**src/rtl/pong_match_ctrl.sv**
```systemverilog
// -----------------------------------------------------------------------------
// pong_match_ctrl
//
// Match sequencer for the pingpong game. It sits between the VGA frame timing
// and the board/ball movers. It decides when the movers step, detects paddle
// hits and misses at the top and bottom edges, keeps score, runs the serve and
// point pauses, and declares a winner. The movers own their coordinate
// registers; this block only drives their enables and bounce/reset strobes.
//
// Optional feature: define PONG_PAUSE_EN to enable the PLAY <-> PAUSE toggle
// driven by pause_btn. Without it, pause_btn is unused and PAUSE is unreachable.
//
// Ports
//   pixel_clk   in   1   pixel clock
//   rst_n       in   1   synchronous active-low reset
//   frame_tick  in   1   1-cycle pulse at the end of each visible frame
//   logo_done   in   1   level, high once the logo splash has finished
//   start_btn   in   1   level, debounced; starts or restarts a match
//   pause_btn   in   1   1-cycle pulse; only used with PONG_PAUSE_EN
//   ball_h      in  10   ball top-left x
//   ball_v      in  10   ball top-left y
//   board1_h    in  10   top paddle left x (paddle at v=0)
//   board2_h    in  10   bottom paddle left x (paddle at v=SCREEN_V-BOARD_H)
//   step_en     out  1   1-cycle pulse: movers advance one step
//   bounce_v    out  1   1-cycle pulse: ball reverses vertical direction
//   ball_reset  out  1   1-cycle pulse: ball returns to centre
//   serve_down  out  1   serve direction, 1 = toward board2
//   score1      out  4   top player score
//   score2      out  4   bottom player score
//   winner      out  2   00 none, 01 player1, 10 player2
//   state       out  3   IDLE=0 SERVE=1 PLAY=2 POINT=3 OVER=4 PAUSE=5
// -----------------------------------------------------------------------------
module pong_match_ctrl #(
  parameter int FRAMES_PER_ACTION = 2,
  parameter int SERVE_FRAMES      = 60,
  parameter int POINT_FRAMES      = 90,
  parameter int WIN_SCORE         = 7,
  parameter int SCREEN_V          = 600,
  parameter int BOARD_W           = 100,
  parameter int BOARD_H           = 20,
  parameter int BALL_S            = 16
) (
  input  logic       pixel_clk,
  input  logic       rst_n,
  input  logic       frame_tick,
  input  logic       logo_done,
  input  logic       start_btn,
  input  logic       pause_btn,
  input  logic [9:0] ball_h,
  input  logic [9:0] ball_v,
  input  logic [9:0] board1_h,
  input  logic [9:0] board2_h,
  output logic       step_en,
  output logic       bounce_v,
  output logic       ball_reset,
  output logic       serve_down,
  output logic [3:0] score1,
  output logic [3:0] score2,
  output logic [1:0] winner,
  output logic [2:0] state
);

  typedef enum logic [2:0] {
    ST_IDLE  = 3'd0,
    ST_SERVE = 3'd1,
    ST_PLAY  = 3'd2,
    ST_POINT = 3'd3,
    ST_OVER  = 3'd4,
    ST_PAUSE = 3'd5
  } state_t;

  // One shared frame counter serves SERVE, PLAY and POINT; size it for the
  // longest hold.
  localparam int CNT_MAX_A = (SERVE_FRAMES > POINT_FRAMES) ? SERVE_FRAMES : POINT_FRAMES;
  localparam int CNT_MAX   = (CNT_MAX_A > FRAMES_PER_ACTION) ? CNT_MAX_A : FRAMES_PER_ACTION;
  localparam int CNT_W     = $clog2(CNT_MAX + 1);

  localparam logic [CNT_W-1:0] SERVE_LAST  = CNT_W'(SERVE_FRAMES - 1);
  localparam logic [CNT_W-1:0] POINT_LAST  = CNT_W'(POINT_FRAMES - 1);
  localparam logic [CNT_W-1:0] ACTION_LAST = CNT_W'(FRAMES_PER_ACTION);
  localparam logic [3:0]       WIN_VAL     = 4'(WIN_SCORE);

  // Geometry is evaluated at 11 bits so x + width never wraps.
  localparam logic [10:0] TOP_LIMIT = 11'(BOARD_H);
  localparam logic [10:0] BOT_LIMIT = 11'(SCREEN_V - BOARD_H);
  localparam logic [10:0] BALL_S_X  = 11'(BALL_S);
  localparam logic [10:0] BOARD_W_X = 11'(BOARD_W);

  state_t           cur_state, nxt_state;
  logic [CNT_W-1:0] frame_cnt, frame_cnt_nxt;

  logic       step_nxt, bounce_nxt, reset_nxt, serve_down_nxt;
  logic [3:0] score1_nxt, score2_nxt;
  logic [1:0] winner_nxt;

  // ---------------------------------------------------------------------------
  // Collision geometry
  // ---------------------------------------------------------------------------
  logic [10:0] ball_h_x, ball_v_x, board1_x, board2_x;
  logic [10:0] ball_right, board1_right, board2_right;
  logic        top_zone, bot_zone, top_hit, bot_hit, top_miss, bot_miss;

  assign ball_h_x     = {1'b0, ball_h};
  assign ball_v_x     = {1'b0, ball_v};
  assign board1_x     = {1'b0, board1_h};
  assign board2_x     = {1'b0, board2_h};
  assign ball_right   = ball_h_x + BALL_S_X;
  assign board1_right = board1_x + BOARD_W_X;
  assign board2_right = board2_x + BOARD_W_X;

  assign top_zone = (ball_v_x <= TOP_LIMIT);
  assign bot_zone = (ball_v_x + BALL_S_X >= BOT_LIMIT);
  assign top_hit  = (ball_right >= board1_x) && (ball_h_x <= board1_right);
  assign bot_hit  = (ball_right >= board2_x) && (ball_h_x <= board2_right);
  // The top zone wins if both zones ever overlap in one step.
  assign top_miss = top_zone && !top_hit;
  assign bot_miss = !top_zone && bot_zone && !bot_hit;

  // ---------------------------------------------------------------------------
  // Events shared by the next-state and output logic
  // ---------------------------------------------------------------------------
  logic pause_req, resume_req;

`ifdef PONG_PAUSE_EN
  assign pause_req  = pause_btn && (cur_state == ST_PLAY);
  assign resume_req = pause_btn && (cur_state == ST_PAUSE);
`else
  logic unused_pause;
  assign unused_pause = pause_btn;
  assign pause_req    = 1'b0;
  assign resume_req   = 1'b0;
`endif

  logic start_go, step_tick, point_done, point_won;

  assign start_go   = ((cur_state == ST_IDLE) && logo_done && start_btn) ||
                      ((cur_state == ST_OVER) && start_btn);
  // A pause request in the same cycle as a step tick takes precedence.
  assign step_tick  = (cur_state == ST_PLAY) && frame_tick && !pause_req &&
                      (frame_cnt == '0);
  assign point_done = (cur_state == ST_POINT) && frame_tick && (frame_cnt == POINT_LAST);
  assign point_won  = (score1 == WIN_VAL) || (score2 == WIN_VAL);

  function automatic logic [3:0] sat_inc(input logic [3:0] v);
    return (v == 4'hF) ? v : v + 4'd1;
  endfunction

  // ---------------------------------------------------------------------------
  // State and output registers
  // ---------------------------------------------------------------------------
  // NOTE: every register here uses <= so all flops sample the same pre-edge
  // values; a blocking = would let later lines see already-updated state.
  always_ff @(posedge pixel_clk) begin
    if (!rst_n) begin
      cur_state  <= ST_IDLE;
      frame_cnt  <= '0;
      step_en    <= 1'b0;
      bounce_v   <= 1'b0;
      ball_reset <= 1'b0;
      serve_down <= 1'b1;
      score1     <= '0;
      score2     <= '0;
      winner     <= 2'b00;
    end else begin
      cur_state  <= nxt_state;
      frame_cnt  <= frame_cnt_nxt;
      step_en    <= step_nxt;
      bounce_v   <= bounce_nxt;
      ball_reset <= reset_nxt;
      serve_down <= serve_down_nxt;
      score1     <= score1_nxt;
      score2     <= score2_nxt;
      winner     <= winner_nxt;
    end
  end

  assign state = cur_state;

  // ---------------------------------------------------------------------------
  // Next-state and frame counter
  // ---------------------------------------------------------------------------
  // NOTE: every signal written below gets a default first; a path that leaves
  // one unassigned would infer a latch.
  always_comb begin
    nxt_state     = cur_state;
    frame_cnt_nxt = frame_cnt;
    unique case (cur_state)
      ST_IDLE: begin
        if (start_go) nxt_state = ST_SERVE;
      end
      ST_SERVE: begin
        if (frame_tick) begin
          if (frame_cnt == SERVE_LAST) nxt_state = ST_PLAY;
          else frame_cnt_nxt = frame_cnt + 1'b1;
        end
      end
      ST_PLAY: begin
        if (pause_req) begin
          nxt_state = ST_PAUSE;
        end else if (frame_tick) begin
          frame_cnt_nxt = (frame_cnt == ACTION_LAST) ? '0 : frame_cnt + 1'b1;
          if ((frame_cnt == '0) && (top_miss || bot_miss)) nxt_state = ST_POINT;
        end
      end
      ST_POINT: begin
        if (frame_tick) begin
          if (frame_cnt == POINT_LAST) nxt_state = point_won ? ST_OVER : ST_SERVE;
          else frame_cnt_nxt = frame_cnt + 1'b1;
        end
      end
      ST_OVER: begin
        if (start_go) nxt_state = ST_SERVE;
      end
      ST_PAUSE: begin
        if (resume_req) nxt_state = ST_PLAY;
      end
      default: nxt_state = ST_IDLE;
    endcase
    // Any state change restarts frame counting, except the pause toggle,
    // which must resume PLAY exactly where it left off.
    if ((nxt_state != cur_state) && !pause_req && !resume_req) frame_cnt_nxt = '0;
  end

  // ---------------------------------------------------------------------------
  // Next values of the registered outputs
  // ---------------------------------------------------------------------------
  always_comb begin
    step_nxt       = 1'b0;
    bounce_nxt     = 1'b0;
    reset_nxt      = 1'b0;
    serve_down_nxt = serve_down;
    score1_nxt     = score1;
    score2_nxt     = score2;
    winner_nxt     = winner;

    if (start_go) begin
      reset_nxt  = 1'b1;
      score1_nxt = '0;
      score2_nxt = '0;
      winner_nxt = 2'b00;
    end

    if (step_tick) begin
      step_nxt = 1'b1;
      if (top_zone) begin
        if (top_hit) begin
          bounce_nxt = 1'b1;
        end else begin
          score2_nxt     = sat_inc(score2);
          serve_down_nxt = 1'b0;
        end
      end else if (bot_zone) begin
        if (bot_hit) begin
          bounce_nxt = 1'b1;
        end else begin
          score1_nxt     = sat_inc(score1);
          serve_down_nxt = 1'b1;
        end
      end
    end

    if (point_done) begin
      if (score1 == WIN_VAL)      winner_nxt = 2'b01;
      else if (score2 == WIN_VAL) winner_nxt = 2'b10;
      else                        reset_nxt  = 1'b1;
    end
  end

endmodule

```
**config.mk**
```make
export PLATFORM = sky130hd
export DESIGN_NAME = pong_match_ctrl
export DESIGN_NICKNAME = d
export VERILOG_FILES = /design/src/rtl/pong_match_ctrl.sv
export SDC_FILE = /design/constraint.sdc
export NUM_CORES = 1
export LEC_CHECK = 0
export CORE_MARGIN = 2
export CORE_UTILIZATION = 55
export CTS_BUF_LIST = sky130_fd_sc_hd__clkbuf_16
export DETAILED_ROUTE_END_ITERATION = 12
export PLACE_DENSITY = 0.9
export SKIP_CTS_REPAIR_TIMING = 1
export SYNTH_ARGS = -nofsm -noshare
export SYNTH_HDL_FRONTEND = slang
export SYNTH_SLANG_ARGS = --single-unit
```
**constraint.sdc**
```tcl
create_clock -name pixel_clk -period 6.47 [get_ports pixel_clk]
set_clock_uncertainty 0.05 [all_clocks]
set_input_delay 1.294 -clock pixel_clk [delete_from_list [all_inputs] [get_ports pixel_clk]]
set_output_delay 1.294 -clock pixel_clk [all_outputs]
set_load 0.1 [all_outputs]
```
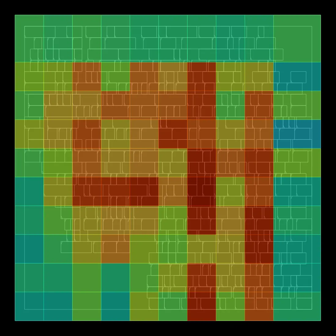
Figure 1: run 1, routing congestion map.
GRT met2 Usage: 48.4%
most used routing layer: met2
met3 usage: 2.47%

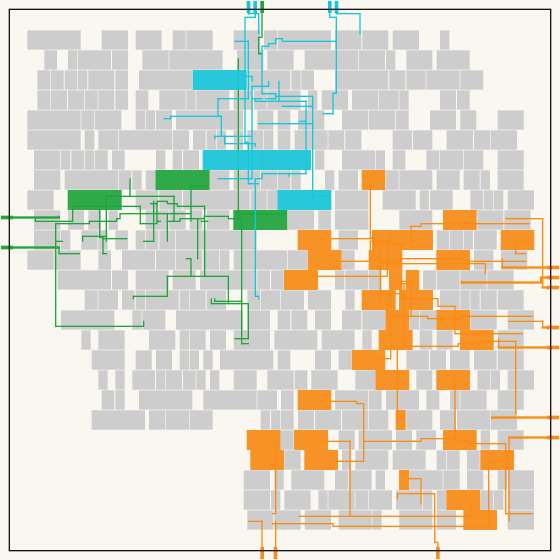
Figure 2: run 1, nets reached from selected ports.
| port | colour | bits | direction | edge | end cells | buffers | wire |
|---|---|---|---|---|---|---|---|
| ball_h | orange | 10 | input | 7 right, 3 bottom | 34 | 10 | 488 um |
| state | green | 3 | output | 2 left, 1 top | 3 | 3 | 268 um |
| score1 | cyan | 4 | output | top | 4 | 4 | 216 um |

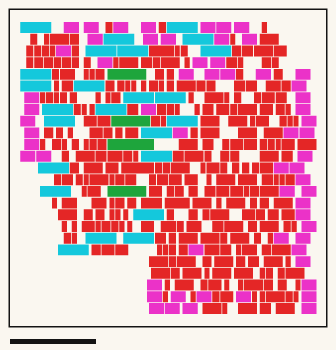
Figure 3: run 1, cells coloured by class.
The bar under the picture is 20 um long.
| class | colour | cells | share of their area |
|---|---|---|---|
| flops | cyan | 24 | 14% |
| combinational and other logic | red | 303 | 64% |
| clock drivers and dummy loads | green | 4 | 3.2% |
| other buffers and delay cells | magenta | 61 | 18% |

## run 1: registers in the layout, indices dropped and copies added, names as in the netlist
name	cells
score2	4
frame_cnt	7
winner	2
score1	4
state	3
serve_down	1
step_en	1
ball_reset	1
bounce_v	1
## run 1: per-layer routing
metal,share of wire [%],routed length [um],vias to the layer above,GRT usage (%)
li1,-,-,1339,-
met1,43,2850,1232,29.0
met2,51,3390,60,48.4
met3,3.8,251,11,2.47
met4,1.6,106,0,8.08
met5,0,0,-,0
## run 1: cell type report
| type | count | area (um^2) |
|---|---|---|
| Sequential cell | 24 | 480 |
| Clock inverter | 1 | 30.0 |
| Timing Repair Buffer | 61 | 611 |
| Multi-Input combinational cell | 273 | 2010 |
| Fill cell | 364 | 1310 |
| Clock buffer | 3 | 75.1 |
| Tap cell | 54 | 67.6 |
| Inverter | 30 | 113 |
==> reports/metrics.yaml, run 1 <==
fin_crit_sh_pct: 70.6
antenna_cells: 0
openroad.warnings: 33
power_top_consumer: "clock"
synth_stat.cells: 335
grt_max_degree: 15
yosys-top-cells-count: "ha_1, inv_1, dfxtp_1, nand2_1, a21oi_1"
worst_pin_slew_ps: 998
nets: 486
top_area_cell: "ha_1"
core_area_um2: 4690
startpoint: "board2_h[2]"
slew_viol_final: 0
p_sw_uw: 134
finalSetupViolCount: 0
reg2regPathDepth: 6
crit_buf_inv: 1
ff_type: "dfxtp_1"
pwr-share-clk_pct: 36.7
die_y_um: 73.4
ys_types: 54
postSynthSeqShare_pct: 18.1
maxCapViolCount: 0
cts_buffer_depth: 2
cts_buffers: 3
drcViolationCount: 0
place_area_um2: 3280
hold-worst-slack_ps: 403
antenna_found_initial: 0
io_buffers: 61
cp-end-kind: "flop"
dp_hpwl_mm: 5.16
yosys_area_um2: 2650
synth-edff-count: 0
tns_ps: 0
initialDrtViolationCount: 103
status: "complete, no violations"
seq_power_uw: 151
p_comb_share_pct: 32.0
start_kind: "input pin"
grtUsageTotal_pct: 25.3
whs_endpoint: "winner[1]$_SDFF_PN0_"
clk-power_uw: 177
drt-wirelength-per-cell_um: 14.8
hold_viol: 0
mostFrequentLayoutCells: "clkdlybuf4s50_1, ha_1, inv_1, nand2_1, dfxtp_1"
maxSlewHeadroom_pct: 33.3
fin_crit_ps: 4570
postRouteAntennaNets: 0
ys_sh_adder_pct: 22.2
rsz0062_at_grt: "false"
cpPeakStageDelay_ps: 520
final.setup.worst_slack_ps: 1900
simple_gate_area_share_pct: 26.6
ys_sh_aoi_pct: 20.3
ys_sh_xor_pct: 6.28
rr_endpoint: "frame_cnt[4]$_SDFFE_PP0P_"
hp-class: "reg -> reg"
fin_area_um2: 3380
chip_area_um2: 5390
reg2reg_slack_ps: 3780
path_cells: "clkdlybuf4s50_1 > ha_1 > a21oi_1 > a21o_1 > xnor2_1 > ha_1 > a21o_1 > a211o_1 > o311ai_2 > a211oi_2 > or3_1 > a21oi_1"
layout_top_cell: "clkdlybuf4s50_1"
synthMuxAreaShare_pct: 0.378
num_io_pins: 63
swShare_pct: 27.8
power.leakage_nw: 1.49
setup.worst_path.end: "frame_cnt[1]$_SDFFE_PP0P_"
clock_latency_ps: 260
p_total_uw: 481
fp_nets: 428
cts_sinks: 24
detailroute.via_count: 2642
drive_gt1_share_pct: 3.57
grt_pass1_wl_mm: 11.0
p_int_uw: 347
path_class: "in -> reg"
reg2reg_from: "state[1]$_SDFF_PN0_"
--- run 2 (diff from run 1) ---
--- a/config.mk
+++ b/config.mk
@@ -6,10 +6,10 @@
 export NUM_CORES = 1
 export LEC_CHECK = 0
 export CORE_MARGIN = 2
-export CORE_UTILIZATION = 55
+export CORE_UTILIZATION = 46
 export CTS_BUF_LIST = sky130_fd_sc_hd__clkbuf_16
 export DETAILED_ROUTE_END_ITERATION = 12
-export PLACE_DENSITY = 0.9
+export PLACE_DENSITY = 0.81
 export SKIP_CTS_REPAIR_TIMING = 1
 export SYNTH_ARGS = -nofsm -noshare
 export SYNTH_HDL_FRONTEND = slang
==> constraint.sdc (replaced) <==
create_clock -name pixel_clk -period 3.75 [get_ports pixel_clk]
set_clock_uncertainty 0.05 [all_clocks]
set_input_delay 0.75 -clock pixel_clk [delete_from_list [all_inputs] [get_ports pixel_clk]]
set_output_delay 0.75 -clock pixel_clk [all_outputs]
set_load 0.1 [all_outputs]
==> run 2 against run 1 <==
Clock power up 75%. Global-route usage fell by 3.9 points. Register-to-register slack got worse by 2300 ps. Setup slack worse by 1700 ps. Routed wire length grew 2.2%. Non-clock buffer count up 17. Total power up 78%. Critical path depth did not move. Combinational power increased by 88%. Hold slack gained 6.2 ps. Critical path type unchanged.
==> reports/metrics.yaml, run 2 <==
status: "complete, no violations"  # unchanged
synth_stat.cells: 335  # unchanged
drt-met1-wl_mm: 2.90  # was 2.85 mm
dr_wl_met3_um: 232  # was 251 um
yosys-top-cells-count: "ha_1, inv_1, dfxtp_1, nand2_1, a21oi_1"  # unchanged
maxCapViolCount: 0  # unchanged
hold_viol: 0  # unchanged
p_sw_uw: 243  # was 134 uW
buffers: 78  # was 61
fillers: 490  # was 364
reg2regPathDepth: 7  # was 6
grt_pass1_wl_mm: 11.2  # was 11.0 mm
seq_power_uw: 260  # was 151 uW
whs_endpoint: "winner[1]$_SDFF_PN0_"  # unchanged
nonClkBufAreaFrac_pct: 20.7  # was 18.0%
path_class: "in -> reg"  # unchanged
cpPeakStageDelay_ps: 440  # was 520 ps
crit_arrival_ps: 3670  # was 4710 ps
fp_nets: 428  # unchanged
rsz0062_at_grt: "false"  # unchanged
path_cells: "clkdlybuf4s50_1 > ha_1 > a21oi_2 > a21o_1 > xnor2_1 > ha_1 > a21o_1 > a211o_1 > o311ai_4 > a211oi_2 > or3_4 > a21oi_1"  # was clkdlybuf4s50_1 > ha_1 > a21oi_1 > a21o_1 > xnor2_1 > ha_1 > a21o_1 > a211o_1 > o311ai_2 > a211oi_2 > or3_1 > a21oi_1
layout_top_cell: "clkdlybuf4s50_1"  # unchanged
seq_share_pct: 13.5  # was 14.2%
cts_sinks: 24  # unchanged
hold-worst-slack_ps: 410  # was 403 ps
ys_types: 54  # unchanged
p_total_uw: 857  # was 481 uW
postSynthSeqShare_pct: 18.1  # unchanged
tns_ps: 0  # unchanged
synth-edff-count: 0  # unchanged
grt_use_met2_pct: 39.5  # was 48.4%
final-clk-cell-share_pct: 2.95  # was 3.11%
top_register: "frame_cnt"  # unchanged
maxSlewHeadroom_pct: 34.4  # was 33.3%
num_io_pins: 63  # unchanged
cts_tree: "yes"  # unchanged
cts_buffer_depth: 2  # unchanged
reg2reg_slack_ps: 1530  # was 3780 ps
nets: 503  # was 486
sh_comb_area_pct: 57.1  # was 59.3%
io_buffers: 61  # unchanged
highest_layer: "met4"  # unchanged
reg_top3: "frame_cnt: 7 flops, score1: 4 flops, score2: 4 flops"  # unchanged
ff_type: "dfxtp_1"  # unchanged
gp_congestion: 0.831  # was 0.922
die_y_um: 79.9  # was 73.4 um
start_kind: "input pin"  # unchanged
postRouteAntennaNets: 0  # unchanged
gr-usage-met1_pct: 25.6  # was 29.0%
finalSetupViolCount: 0  # unchanged
crit_buf_inv: 1  # unchanged
ir_drop_mv: 0.216  # was 0.103 mV
fin_crit_ps: 3530
p_int_uw: 614  # was 347 uW
hp-class: "reg -> reg"  # unchanged
rr_endpoint: "score1[3]$_SDFFE_PN0P_"  # was frame_cnt[4]$_SDFFE_PP0P_
inverters_excl_clock: 30  # unchanged
mostFrequentLayoutCells: "clkdlybuf4s50_1, ha_1, inv_1, nand2_1, dfxtp_1"  # unchanged
path_delay_family: "AND-OR/OR-AND gates"  # unchanged
drt-wirelength-per-cell_um: 14.0  # was 14.8 um
place_area_um2: 3430  # was 3280 um^2
clock_latency_ps: 260  # about the same
clk-power_uw: 309  # was 177 uW
antenna_cells: 0  # unchanged
clkbuf_count: 3  # unchanged
worst_pin_slew_ps: 981  # was 998 ps
logic_area_um2: 2030  # was 2010 um^2
wl_met2_mm: 3.45  # was 3.39 mm
initial_core_util_pct: 47.9  # was 56.5%
place_inst: 477  # was 442
post-route-util_pct: 64.3  # was 72.1%
chip_area_um2: 6390  # was 5390 um^2
final.setup.worst_slack_ps: 221  # was 1900 ps
power_top_consumer: "clock"  # unchanged
reg2reg_from: "state[1]$_SDFF_PN0_"  # unchanged
openroad.warnings: 33  # unchanged
p_comb_share_pct: 33.7  # was 32.0%
slew_viol_final: 0  # unchanged
grt.busiest_layer: "met2"  # unchanged
grtUsageTotal_pct: 21.4  # was 25.3%
grt_max_degree: 15  # unchanged
syn_area_per_cell_um2: 7.91  # unchanged
grt.met3_usage_pct: 1.58  # was 2.47%
ys_ff: 24  # unchanged
drive_gt1_share_pct: 8.31  # was 3.57%
dp_hpwl_mm: 5.41  # was 5.16 mm
netlist.area_leader.share_pct: 22.2  # unchanged
drcViolationCount: 0  # unchanged
seq_cells: 24  # unchanged
antenna_found_initial: 0  # unchanged
largest_cell_class: "logic gates"  # unchanged
path_max_fanout: 7  # was 11
cp-end-kind: "flop"  # unchanged
detailroute.via_count: 2705  # was 2642
top_cell: "ha_1"  # unchanged
power.leakage_nw: 1.58  # was 1.49 nW
fin_area_um2: 3560  # was 3380 um^2
die_w_um: 79.9  # was 73.4 um
final-seq-area_um2: 480  # unchanged
multi_input_comb_cells: 273  # unchanged
swShare_pct: 28.3  # was 27.8%
largest_register_ffs: 7  # unchanged
yosys_area_um2: 2650  # unchanged
fin_crit_sh_pct: 94.1
cts_buffers: 3  # unchanged
core_area_um2: 5540  # was 4690 um^2
top_area_cell: "ha_1"  # unchanged
pwr-share-clk_pct: 36.0  # was 36.7%
taps: 72  # was 54
initialDrtViolationCount: 88  # was 103
area_leaders: "ha_1, dfxtp_1, xnor2_1, inv_1, and3_1"  # unchanged
==> run 2: worst max-delay path by stage <==
| stage | from | endpoint | cells after the start |
|---|---|---|---|
| CTS | board2_h[2] | frame_cnt[1]$_SDFFE_PP0P_ | 12 |
| finish | board2_h[2] | frame_cnt[1]$_SDFFE_PP0P_ | 12 |
| global route | ball_h[5] | score2[3]$_SDFFE_PN0P_ | 13 |
| floorplan | board2_h[2] | frame_cnt[1]$_SDFFE_PP0P_ | 12 |
| global placement | board2_h[2] | frame_cnt[2]$_SDFFE_PP0P_ | 12 |
| detailed placement | board2_h[2] | frame_cnt[1]$_SDFFE_PP0P_ | 12 |
==> run 2: cells by family after synthesis <==
logic type,synth area share (%)
flops,18.1
compound gates,20.3
mux,0.378
buf+inv,6.13
fa+ha+maj,22.2
xor+xnor,6.28
simple gates,26.6
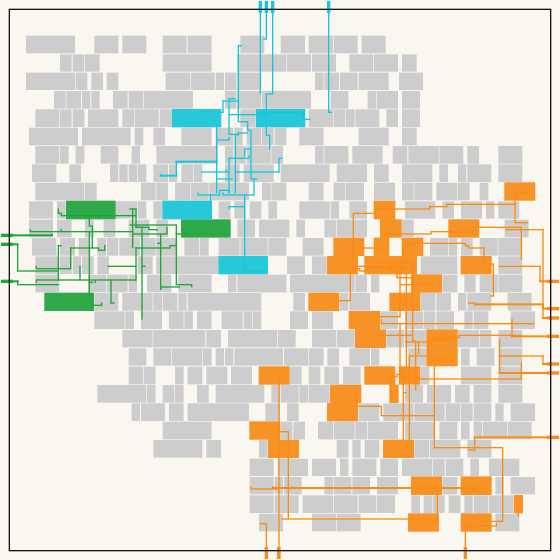
Figure 4: run 2, nets reached from selected ports.
| port | colour | bits | direction | edge | end cells | buffers | wire |
|---|---|---|---|---|---|---|---|
| score1 | cyan | 4 | output | top | 4 | 4 | 195 um |
| ball_h | orange | 10 | input | 7 right, 3 bottom | 34 | 13 | 566 um |
| state | green | 3 | output | left | 3 | 3 | 199 um |

--- run 3 (diff from run 2) ---
--- a/config.mk
+++ b/config.mk
@@ -9,6 +9,7 @@
 export CORE_UTILIZATION = 46
 export CTS_BUF_LIST = sky130_fd_sc_hd__clkbuf_16
 export DETAILED_ROUTE_END_ITERATION = 12
+export GPL_TIMING_DRIVEN = 0
 export PLACE_DENSITY = 0.81
 export SKIP_CTS_REPAIR_TIMING = 1
 export SYNTH_ARGS = -nofsm -noshare
==> run 3 against run 2 <==
Total power fell by 1.5%. Non-clock buffer count fell by 9. Sequential share of layout area rose by 0.21 points. Via count fell by 1.7%. Critical endpoint is now frame_cnt[2]$_SDFFE_PP0P_. Largest power group unchanged. Setup slack got worse by 77 ps. Largest cell class unchanged. Count of clock-buffer cells in the layout did not move.
==> reports/metrics.yaml, run 3 <==
ys_ff: 24  # unchanged
grt_pass1_wl_mm: 10.6  # was 11.2 mm
rr_endpoint: "frame_cnt[5]$_SDFFE_PP0P_"  # was score1[3]$_SDFFE_PN0P_
hold_viol: 0  # unchanged
reg2regPathDepth: 9  # was 7
final-clk-cell-share_pct: 3.00  # was 2.95%
fin_crit_ps: 3610  # was 3530 ps
antenna_found_initial: 0  # unchanged
crit_buf_inv: 2  # was 1
initial_core_util_pct: 47.9  # unchanged
pwr-share-clk_pct: 36.4  # was 36.0%
worst_pin_slew_ps: 992  # was 981 ps
yosys_area_um2: 2650  # unchanged
top_cell: "ha_1"  # unchanged
final.setup.worst_slack_ps: 144  # was 221 ps
detailroute.via_count: 2660  # was 2705
fin_crit_sh_pct: 96.2  # was 94.1%
cpPeakStageDelay_ps: 510  # was 440 ps
place_inst: 468  # was 477
wl_met2_mm: 3.23  # was 3.45 mm
cts_sinks: 24  # unchanged
die_w_um: 79.9  # unchanged
taps: 72  # unchanged
netlist.area_leader.share_pct: 22.2  # unchanged
maxSlewHeadroom_pct: 33.6  # was 34.4%
p_total_uw: 845  # was 857 uW
cts_tree: "yes"  # unchanged
power.leakage_nw: 1.56  # was 1.58 nW
nonClkBufAreaFrac_pct: 19.2  # was 20.7%
fillers: 497  # was 490
postRouteAntennaNets: 0  # unchanged
cts_buffer_depth: 2  # unchanged
power_top_consumer: "clock"  # unchanged
finalSetupViolCount: 0  # unchanged
multi_input_comb_cells: 273  # unchanged
clkbuf_count: 3  # unchanged
grtUsageTotal_pct: 20.1  # was 21.4%
grt.busiest_layer: "met2"  # unchanged
path_depth: 13  # was 12
path_cells: "clkdlybuf4s50_1 > ha_2 > a21oi_2 > a21o_1 > xnor2_1 > ha_1 > a21o_1 > a211o_1 > o311ai_4 > a211oi_2 > or3_1 > buf_2 > a21oi_1"  # was clkdlybuf4s50_1 > ha_1 > a21oi_2 > a21o_1 > xnor2_1 > ha_1 > a21o_1 > a211o_1 > o311ai_4 > a211oi_2 > or3_4 > a21oi_1
p_comb_share_pct: 33.0  # was 33.7%
chip_area_um2: 6390  # unchanged
clock_latency_ps: 260  # about the same
seq_power_uw: 258  # was 260 uW
p_sw_uw: 239  # was 243 uW
syn_area_per_cell_um2: 7.91  # unchanged
num_io_pins: 63  # unchanged
initialDrtViolationCount: 87  # was 88
dr_wl_met3_um: 239  # was 232 um
drcViolationCount: 0  # unchanged
seq_cells: 24  # unchanged
start_kind: "input pin"  # unchanged
path_max_fanout: 7  # unchanged
highest_layer: "met4"  # unchanged
buffers: 69  # was 78
fp_nets: 428  # unchanged
post-route-util_pct: 63.3  # was 64.3%
status: "complete, no violations"  # unchanged
gp_congestion: 0.871  # was 0.831
whs_endpoint: "winner[1]$_SDFF_PN0_"  # unchanged
seq_share_pct: 13.7  # was 13.5%
largest_cell_class: "logic gates"  # unchanged
sh_comb_area_pct: 58.3  # was 57.1%
cp-end-kind: "flop"  # unchanged
synth_stat.cells: 335  # unchanged
slew_viol_final: 0  # unchanged
path_delay_family: "AND-OR/OR-AND gates"  # unchanged
largest_register_ffs: 7  # unchanged
ys_types: 54  # unchanged
area_leaders: "ha_1, dfxtp_1, xnor2_1, inv_1, and3_1"  # unchanged
drive_gt1_share_pct: 6.75  # was 8.31%
antenna_cells: 0  # unchanged
final-seq-area_um2: 480  # unchanged
p_int_uw: 606  # was 614 uW
grt_max_degree: 15  # unchanged
die_y_um: 79.9  # unchanged
reg2reg_slack_ps: 1450  # was 1530 ps
grt_use_met2_pct: 36.7  # was 39.5%
io_buffers: 61  # unchanged
inverters_excl_clock: 30  # unchanged
hold-worst-slack_ps: 407  # was 410 ps
gr-usage-met1_pct: 24.2  # was 25.6%
top_area_cell: "ha_1"  # unchanged
drt-met1-wl_mm: 2.91  # was 2.90 mm
path_class: "in -> reg"  # unchanged
openroad.warnings: 33  # unchanged
layout_top_cell: "clkdlybuf4s50_1"  # unchanged
synth-edff-count: 0  # unchanged
reg_top3: "frame_cnt: 7 flops, score1: 4 flops, score2: 4 flops"  # unchanged
maxCapViolCount: 0  # unchanged
ff_type: "dfxtp_1"  # unchanged
nets: 494  # was 503
-- run 3: worst register-to-register path, cell delays in order, from the launching register on --
cell and delay [ps]:
dfxtp_1 440, ha_1 280, nand2_1 90, or4_1 480
nor3_1 270, nor2_1 70, a21oi_1 160, or3_1 120
buf_2 170, nor2_1 60
-- run 3: cell families after synthesis --
kind of cell | count (synthesis) | synth area share [%]
compound gates | 78 | 20.3
xor+xnor | 19 | 6.28
fa+ha+maj | 47 | 22.2
buf+inv | 38 | 6.13
flops | 24 | 18.1
mux | 1 | 0.378
simple gates | 128 | 26.6
-- run 3: per-stage QoR --
step / instance area (um^2) / TNS [ps]
2_1_floorplan: 2650 / 0
3_3_place_gp: 3350 / -2590
3_5_place_dp: 3350 / -3240
4_1_cts: 3460 / -171
5_1_grt: 3500 / -7.47
6_report: 3500 / 0
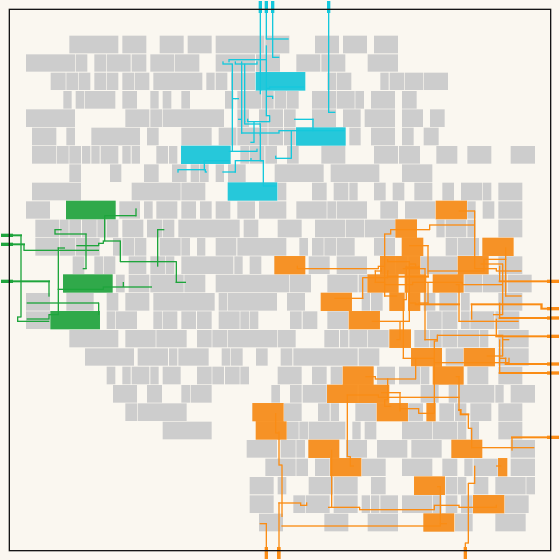
Figure 5: run 3, nets reached from selected ports.
| port | colour | bits | direction | edge | end cells | buffers | wire |
|---|---|---|---|---|---|---|---|
| ball_h | orange | 10 | input | 7 right, 3 bottom | 34 | 10 | 526 um |
| score1 | cyan | 4 | output | top | 4 | 4 | 177 um |
| state | green | 3 | output | left | 3 | 3 | 134 um |

Power and IR drop assume default switching activity.
